**config.mk**
```make
export PLATFORM = sky130hd
export DESIGN_NAME = raw_comb_nstream
export DESIGN_NICKNAME = d
export VERILOG_FILES = /design/src/rtl/xike_pkg.sv /design/src/rtl/raw_comb_sfifo.sv /design/src/rtl/raw_comb_nstream.sv
export SDC_FILE = /design/constraint.sdc
export NUM_CORES = 1
export LEC_CHECK = 0
export ABC_CLOCK_PERIOD_IN_PS = 9400
export CAP_MARGIN = 10
export CELL_PAD_IN_SITES_DETAIL_PLACEMENT = 0
export CELL_PAD_IN_SITES_GLOBAL_PLACEMENT = 1
export CORE_ASPECT_RATIO = 0.5
export CORE_MARGIN = 1
export CORE_UTILIZATION = 25
export DETAILED_ROUTE_END_ITERATION = 6
export GPL_TIMING_DRIVEN = 0
export PLACE_DENSITY = 0.52
export SETUP_SLACK_MARGIN = 0.1
export SYNTH_ARGS = -nofsm -noshare
export SYNTH_HDL_FRONTEND = slang
export SYNTH_SLANG_ARGS = --single-unit
```
**constraint.sdc**
```tcl
create_clock -name bus_clk -period 9.4 [get_ports bus_clk]
set_clock_uncertainty 0.05 [all_clocks]
set_input_delay 0.94 -clock bus_clk [delete_from_list [all_inputs] [get_ports bus_clk]]
set_output_delay 0.94 -clock bus_clk [all_outputs]
set_load 0.02 [all_outputs]
```
**src/rtl/xike_pkg.sv**
```systemverilog
// Shared constants for the xike acquisition path, plus the sequencing state type
// and a small popcount helper used by the stream combiner.
package xike_pkg;

    localparam int XIKE_DATA_W      = 16;
    localparam int XIKE_CH_PER_CHIP = 32;
    localparam int XIKE_MAX_STREAMS = 16;

    typedef enum logic {
        ST_RUN    = 1'b0,
        ST_RESYNC = 1'b1
    } rc_state_e;

    function automatic logic [4:0] ones_cnt(input logic [XIKE_MAX_STREAMS-1:0] v);
        logic [4:0] n;
        n = '0;
        for (int i = 0; i < XIKE_MAX_STREAMS; i++) begin
            n = n + {4'd0, v[i]};
        end
        return n;
    endfunction

endpackage

```
**src/rtl/raw_comb_sfifo.sv**
```systemverilog
// Single-clock first-word-fall-through FIFO. Head word is combinational from storage;
// flush empties it, and a write on the flush cycle becomes the only word.
module raw_comb_sfifo #(
    parameter int DATA_W = 16,
    parameter int DEPTH  = 16
) (
    input  logic              clk,
    input  logic              rst,
    input  logic              wr,
    input  logic [DATA_W-1:0] wr_data,
    input  logic              rd,
    input  logic              flush,
    output logic [DATA_W-1:0] rd_data,
    output logic              full,
    output logic              empty
);

    localparam int AW = $clog2(DEPTH);

    logic [DATA_W-1:0] mem_q [DEPTH];
    logic [AW-1:0]     wr_ptr_q;
    logic [AW-1:0]     rd_ptr_q;
    logic [AW:0]       cnt_q;
    logic              do_wr;
    logic              do_rd;

    assign full    = (cnt_q == (AW+1)'(DEPTH));
    assign empty   = (cnt_q == '0);
    assign rd_data = mem_q[rd_ptr_q];

    // Flush frees every slot, so a write alongside it never sees full.
    assign do_wr = wr && (flush || !full);
    assign do_rd = rd && !empty && !flush;

    always_ff @(posedge clk or posedge rst) begin
        if (rst) begin
            wr_ptr_q <= '0;
            rd_ptr_q <= '0;
            cnt_q    <= '0;
        end else if (flush) begin
            rd_ptr_q <= '0;
            wr_ptr_q <= do_wr ? AW'(1) : '0;
            cnt_q    <= do_wr ? (AW+1)'(1) : '0;
        end else begin
            if (do_wr) wr_ptr_q <= wr_ptr_q + 1'b1;
            if (do_rd) rd_ptr_q <= rd_ptr_q + 1'b1;
            case ({do_wr, do_rd})
                2'b10:   cnt_q <= cnt_q + 1'b1;
                2'b01:   cnt_q <= cnt_q - 1'b1;
                default: cnt_q <= cnt_q;
            endcase
        end
    end

    always_ff @(posedge clk) begin
        if (do_wr) mem_q[flush ? '0 : wr_ptr_q] <= wr_data;
    end

endmodule

```
**src/rtl/raw_comb_nstream.sv**
```systemverilog
// N-stream raw combiner: demuxes one-hot-tagged words into per-stream FWFT buffers and
// emits one wide beat when all enabled streams hold data. Optional RAW_COMB_RESYNC_EN.
module raw_comb_nstream
    import xike_pkg::*;
#(
    parameter int N_STREAMS     = 5,
    parameter int DATA_W        = XIKE_DATA_W,
    parameter int DEPTH         = 16,
    parameter int CH_PER_STREAM = XIKE_CH_PER_CHIP
) (
    input  logic                             bus_clk,
    input  logic                             xike_reset,
    input  logic [N_STREAMS-1:0]             in_streamno,
    input  logic [DATA_W-1:0]                in_data,
    input  logic                             in_first,
    input  logic [N_STREAMS-1:0]             stream_en,
    input  logic                             out_ready,
    output logic                             out_valid,
    output logic [N_STREAMS*DATA_W-1:0]      out_data,
    output logic [$clog2(CH_PER_STREAM)-1:0] out_chno,
    output logic                             out_sof,
    input  logic                             ovf_clr,
    output logic [N_STREAMS-1:0]             ovf_flag,
    output logic                             onehot_err
);

    localparam int CW = $clog2(CH_PER_STREAM);

    logic [XIKE_MAX_STREAMS-1:0] req_pad;
    logic [4:0]                  req_cnt;
    logic                        onehot;
    logic                        multi;
    logic [N_STREAMS-1:0]        sel;
    logic [N_STREAMS-1:0]        wr;
    logic [N_STREAMS-1:0]        rd;
    logic [N_STREAMS-1:0]        full;
    logic [N_STREAMS-1:0]        empty;
    logic [N_STREAMS-1:0]        ovf_ev;
    logic [DATA_W-1:0]           head [N_STREAMS];
    logic                        resync;
    logic                        fire;
    logic [CW-1:0]               chno_q;
    logic [N_STREAMS-1:0]        ovf_q;
    logic                        oh_err_q;

    assign req_pad = XIKE_MAX_STREAMS'(in_streamno);
    assign req_cnt = ones_cnt(req_pad);
    assign onehot  = (req_cnt == 5'd1);
    assign multi   = (req_cnt > 5'd1);
    assign sel     = in_streamno & stream_en & {N_STREAMS{onehot}};

`ifdef RAW_COMB_RESYNC_EN
    rc_state_e state_q;
    rc_state_e state_d;

    always_ff @(posedge bus_clk or posedge xike_reset) begin
        if (xike_reset) state_q <= ST_RUN;
        else            state_q <= state_d;
    end

    always_comb begin
        state_d = state_q;
        case (state_q)
            ST_RUN:    if (|ovf_ev) state_d = ST_RESYNC;
            ST_RESYNC: if (in_first && |sel) state_d = ST_RUN;
        endcase
    end

    assign resync = (state_q == ST_RESYNC);
`else
    logic unused_in_first;
    assign unused_in_first = in_first;
    assign resync          = 1'b0;
`endif

    // While resyncing the buffers are held flushed; only a sample-cycle start may enter.
    always_comb begin
        wr     = '0;
        ovf_ev = '0;
        for (int k = 0; k < N_STREAMS; k++) begin
            wr[k]     = resync ? (sel[k] && in_first) : (sel[k] && !full[k]);
            ovf_ev[k] = !resync && sel[k] && full[k];
        end
    end

    assign out_valid = (|stream_en) && (&(~empty | ~stream_en)) && !resync;
    assign fire      = out_valid && out_ready;
    assign rd        = {N_STREAMS{fire}} & stream_en;

    for (genvar k = 0; k < N_STREAMS; k++) begin : g_lane
        raw_comb_sfifo #(
            .DATA_W (DATA_W),
            .DEPTH  (DEPTH)
        ) u_fifo (
            .clk     (bus_clk),
            .rst     (xike_reset),
            .wr      (wr[k]),
            .wr_data (in_data),
            .rd      (rd[k]),
            .flush   (resync),
            .rd_data (head[k]),
            .full    (full[k]),
            .empty   (empty[k])
        );
    end

    // Stream 0 lands in the MSBs; lanes are zeroed when disabled or when no beat is offered.
    always_comb begin
        out_data = '0;
        for (int k = 0; k < N_STREAMS; k++) begin
            if (out_valid && stream_en[k]) begin
                out_data[(N_STREAMS-1-k)*DATA_W +: DATA_W] = head[k];
            end
        end
    end

    always_ff @(posedge bus_clk or posedge xike_reset) begin
        if (xike_reset) begin
            chno_q   <= '0;
            ovf_q    <= '0;
            oh_err_q <= 1'b0;
        end else begin
            if (resync)    chno_q <= '0;
            else if (fire) chno_q <= chno_q + 1'b1;
            ovf_q    <= (ovf_clr ? '0 : ovf_q) | ovf_ev;
            oh_err_q <= (oh_err_q && !ovf_clr) || multi;
        end
    end

    assign out_chno   = chno_q;
    assign out_sof    = out_valid && (chno_q == '0);
    assign ovf_flag   = ovf_q;
    assign onehot_err = oh_err_q;

endmodule

```
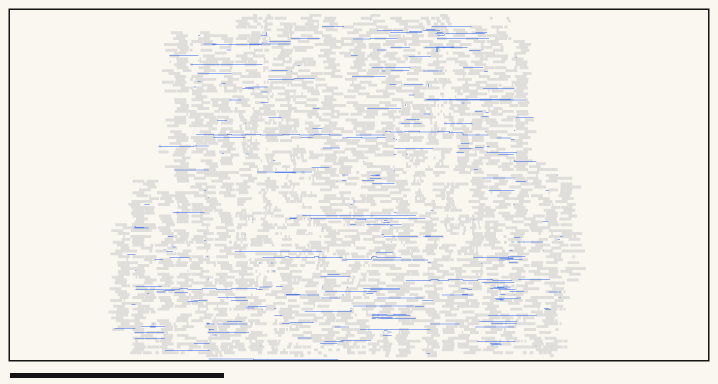
layer_met3.png
The bar under the picture is 200 µm long.
The layer carries 5010 µm of wire. The longest straight run is 107 µm. The wires run mostly horizontal. The layer holds 3.8% of the routed length.

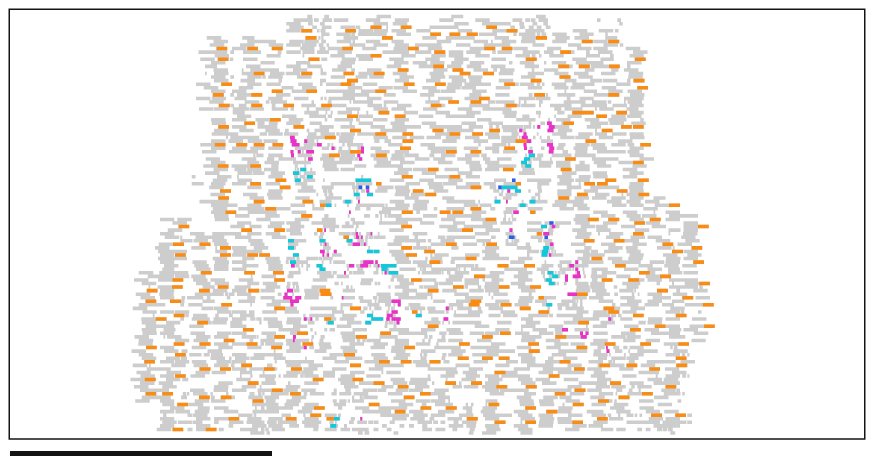
logic_types.png
The bar under the picture is 200 µm long.
multiplexers: marked orange, cells 331, most used mux4_2. NOR gates: marked magenta, cells 119, most used nor2_2. AND-OR and OR-AND gates: marked blue, cells 7, most used a21o_1, where center. adder and majority cells: marked cyan, cells 51, most used ha_1, where center.

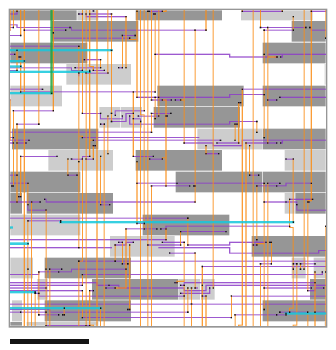
detail.png
The bar under the picture is 10 µm long. Window x 469 to 509, y 62 to 102 µm. Cells in gray, sequential cells in the stronger gray; small squares are vias.
metal 4: marked green. metal 2: marked orange. metal 1: marked purple. metal 3: marked cyan.
Netlist names of flops here include g_lane.u_fifo.mem_q (19). Sequential cells in the window: 19. Most frequent: edfxtp_1 (19), a22oi_1 (4), mux4_2 (4). 36 logic cells have their middle in the window.

==> results.sh <==
# flow metrics
export IMPL_syn_area_per_cell_um2=21.0
export IMPL_synth_main_ff_cell="edfxtp_1"
export IMPL_wl_mm=133
export IMPL_ir_worst_vdd_v=0.000187
export IMPL_viasPerCell=4.43
export IMPL_grt_pass1_vias=27200
export IMPL_post_cts_buffers=0
export IMPL_top_area_cell="edfxtp_1"
export IMPL_top_cell_area_share_pct=72.6
export IMPL_worstReg2RegEnd="g_lane[0].u_fifo.cnt_q[4]"
export IMPL_path_class="in2reg"
export IMPL_cts_tree="yes"
export IMPL_reg2reg_depth=13
export IMPL_rows=118
export IMPL_warnings=48
export IMPL_fp_nets=2602
export IMPL_critical_path_arrival_ps=5540
export IMPL_worstHoldEndpoint="g_lane[4].u_fifo.mem_q[12][14]"
export IMPL_ys_seq_share_pct=76.2
export IMPL_finalCritPeriodShare_pct=55.5
export IMPL_path_clk_slew_ps=60
export IMPL_power_per_cell_area_mw_per_mm2=278
export IMPL_grt_usage_pct=12.4
export IMPL_syn_area_mm2=0.0529
export IMPL_final_cells=5807
export IMPL_pre_cts_slack_ps=3360
export IMPL_r2r_start="g_lane[2].u_fifo.cnt_q[0]"
export IMPL_worstPathRequired_ps=9720
export IMPL_dieArea_mm2=0.214
export IMPL_cap_violations=0
export IMPL_worstSetupStartpointType="input port"
export IMPL_crit_top_cell="inv_1"
export IMPL_final_max_slew_violation_count=0
export IMPL_min_path_type="in2reg"
export IMPL_layout_top_cell="edfxtp_1"
export IMPL_drt_iter0_drc=2072
export IMPL_antenna_found_initial=5
export IMPL_placed_area_mm2=0.0593
export IMPL_cts_root_buf="clkbuf_16"
export IMPL_status="completed"
export IMPL_yosys_area_mm2=0.0529
export IMPL_top_cell="edfxtp_1"
export IMPL_synth_seq_cells=1356
export IMPL_total_power_mw=17.7
export IMPL_path_cells="clkdlybuf4s50_1 -> inv_1 -> fa_1 -> fa_1 -> inv_1 -> ha_1 -> nor3_1 -> nand3_1 -> a21oi_2 -> inv_1 -> nor3b_1 -> and2_1"
export IMPL_nNetsFinal=2959
export IMPL_wl_per_cell_um=22.9
export IMPL_grt_max_degree=81
export IMPL_crit_path_end_kind="flip-flop"
export IMPL_clock_latency_ps=760
export IMPL_synth_cell_types=55
export IMPL_cpPeakStageDelay_ps=810
export IMPL_final_cell_mix="edfxtp_1 (1280), mux4_2 (320), a22oi_1 (160)"
export IMPL_setup_viol_count_final=0
export IMPL_fp_dieH_um=327
export IMPL_yosysWarnings=0
export IMPL_cts_hold_buf=0
export IMPL_worst_slew_pin_slew_ps=1130
export IMPL_fill_cells=20100
export IMPL_synth_area_top_cells="edfxtp_1 (73%), mux4_2 (14%), dfrtp_1 (3.6%), a22oi_1 (2.3%), ha_1 (1.1%)"
export IMPL_placed_cells_incl_taps=5555
export IMPL_cts_sinks=1356
export IMPL_rsz0062_at_grt="false"
export IMPL_firstDrtPassIters=5
export IMPL_overflow=0
export IMPL_fp_util_pct=25.4
export IMPL_rrSetupSlack_ps=5740
export IMPL_cp_top_family="simple AND/OR/NAND/NOR gates"
export IMPL_clock_fmax_mhz=192
export IMPL_hold_viol_final=0
export IMPL_crit_buf_inv=4
export IMPL_die_x_um=653
export IMPL_cts_resized=0
export IMPL_layout_setup_ws_ps=4180
export IMPL_top_cells_by_count="edfxtp_1 (1280), mux4_2 (320), a22oi_1 (160), a21oi_1 (90), dfrtp_1 (76)"
export IMPL_period_needed_ps=5220
export IMPL_cpMaxStageDelayCell="and2_1"
export IMPL_place_gp_congestion=0.748
export IMPL_leakagePower_nw=19.9
export IMPL_ys_cells=2520
export IMPL_core_mm2=0.209
export IMPL_grt_pass1_wl_mm=192
export IMPL_cp_max_fo=16
export IMPL_max_slew_margin_pct=24.7
export IMPL_edf_count=1280
export IMPL_postLayoutCellArea_mm2=0.0637
export IMPL_hold_path_startpoint="in_data[14]"
export IMPL_drc=0
export IMPL_synthArstFlopShare_pct=5.60
[logic make-up after synthesis]
group           Yosys count  share of synthesized area [%]
flops                  1356                           76.2
mux                     331                           13.9
compound gates          294                           3.67
simple gates            247                           2.53
buf+inv                 178                           1.39
xor+xnor                 63                           1.04
fa+ha+maj                51                           1.26
[worst max path at each step]
stage,startpoint,endpoint,slack (ps),depth (start not counted)
4_1_cts,stream_en[2],out_data[61],4070,9
5_1_grt,in_streamno[0],g_lane[3].u_fifo.mem_q[6][7],3900,12
3_5_place_dp,in_streamno[0],g_lane[3].u_fifo.mem_q[6][10],3360,12
6_report,in_streamno[1],g_lane[4].u_fifo.mem_q[9][7],4180,12
2_1_floorplan,in_streamno[0],g_lane[4].u_fifo.mem_q[3][0],4270,10
3_3_place_gp,in_streamno[0],g_lane[4].u_fifo.mem_q[1][11],1380,11
[sequential cells by signal (all words and copies together) (netlist names)]
signal                  flops
g_lane.u_fifo.wr_ptr_q     20
g_lane.u_fifo.rd_ptr_q     20
out_chno                    5
g_lane.u_fifo.cnt_q        25
g_lane.u_fifo.mem_q      1280
ovf_flag                    5
onehot_err                  1
[power by group]
group / internal, mW / switching [mW] / total [mW]
sequential: 6.82 / 0.189 / 7.00
clock: 3.14 / 2.31 / 5.45
combinational: 2.26 / 3.00 / 5.27
total: 12.2 / 5.50 / 17.7
[layout make-up]
cell class	instances	area, µm²	share of cell area [%]
Antenna cell	3	7.51	0.0118
Clock buffer	176	3820	5.99
Clock inverter	73	628	0.986
Sequential cell	1356	40300	63.3
Inverter	45	171	0.269
Timing Repair Buffer	215	2590	4.07
Buffer	133	568	0.892
Tap cell	2820	3530	5.54
Multi-Input combinational cell	986	12100	18.9
[metal layers]
| metal | part of all wire (%) | GRT usage, % | up-vias |
|---|---|---|---|
| met5 | 0 | 0 | - |
| met2 | 51 | 21.5 | 519 |
| li1 | - | - | 11200 |
| met3 | 3.8 | 2.06 | 176 |
| met1 | 43 | 15.8 | 13800 |
| met4 | 2.4 | 3.82 | 0 |
[worst reg2reg max path: cells and delay by family, from the launching register on]
kind                     cells  cell delay [ps]
AND-OR/OR-AND                3              740
buffers and inverters        2              260
adder cells (fa/ha/maj)      2              710
flip-flops                   1              430
XOR/XNOR                     2              300
AND/OR/NAND/NOR              4             1050
[per-stage QoR]
step                utilization [%]  hold slack [ps]
floorplan                         -              432
global placement               27.6              445
detailed placement             28.4              464
CTS                            30.5              303
global route                   30.5              326
finish                         30.5              381
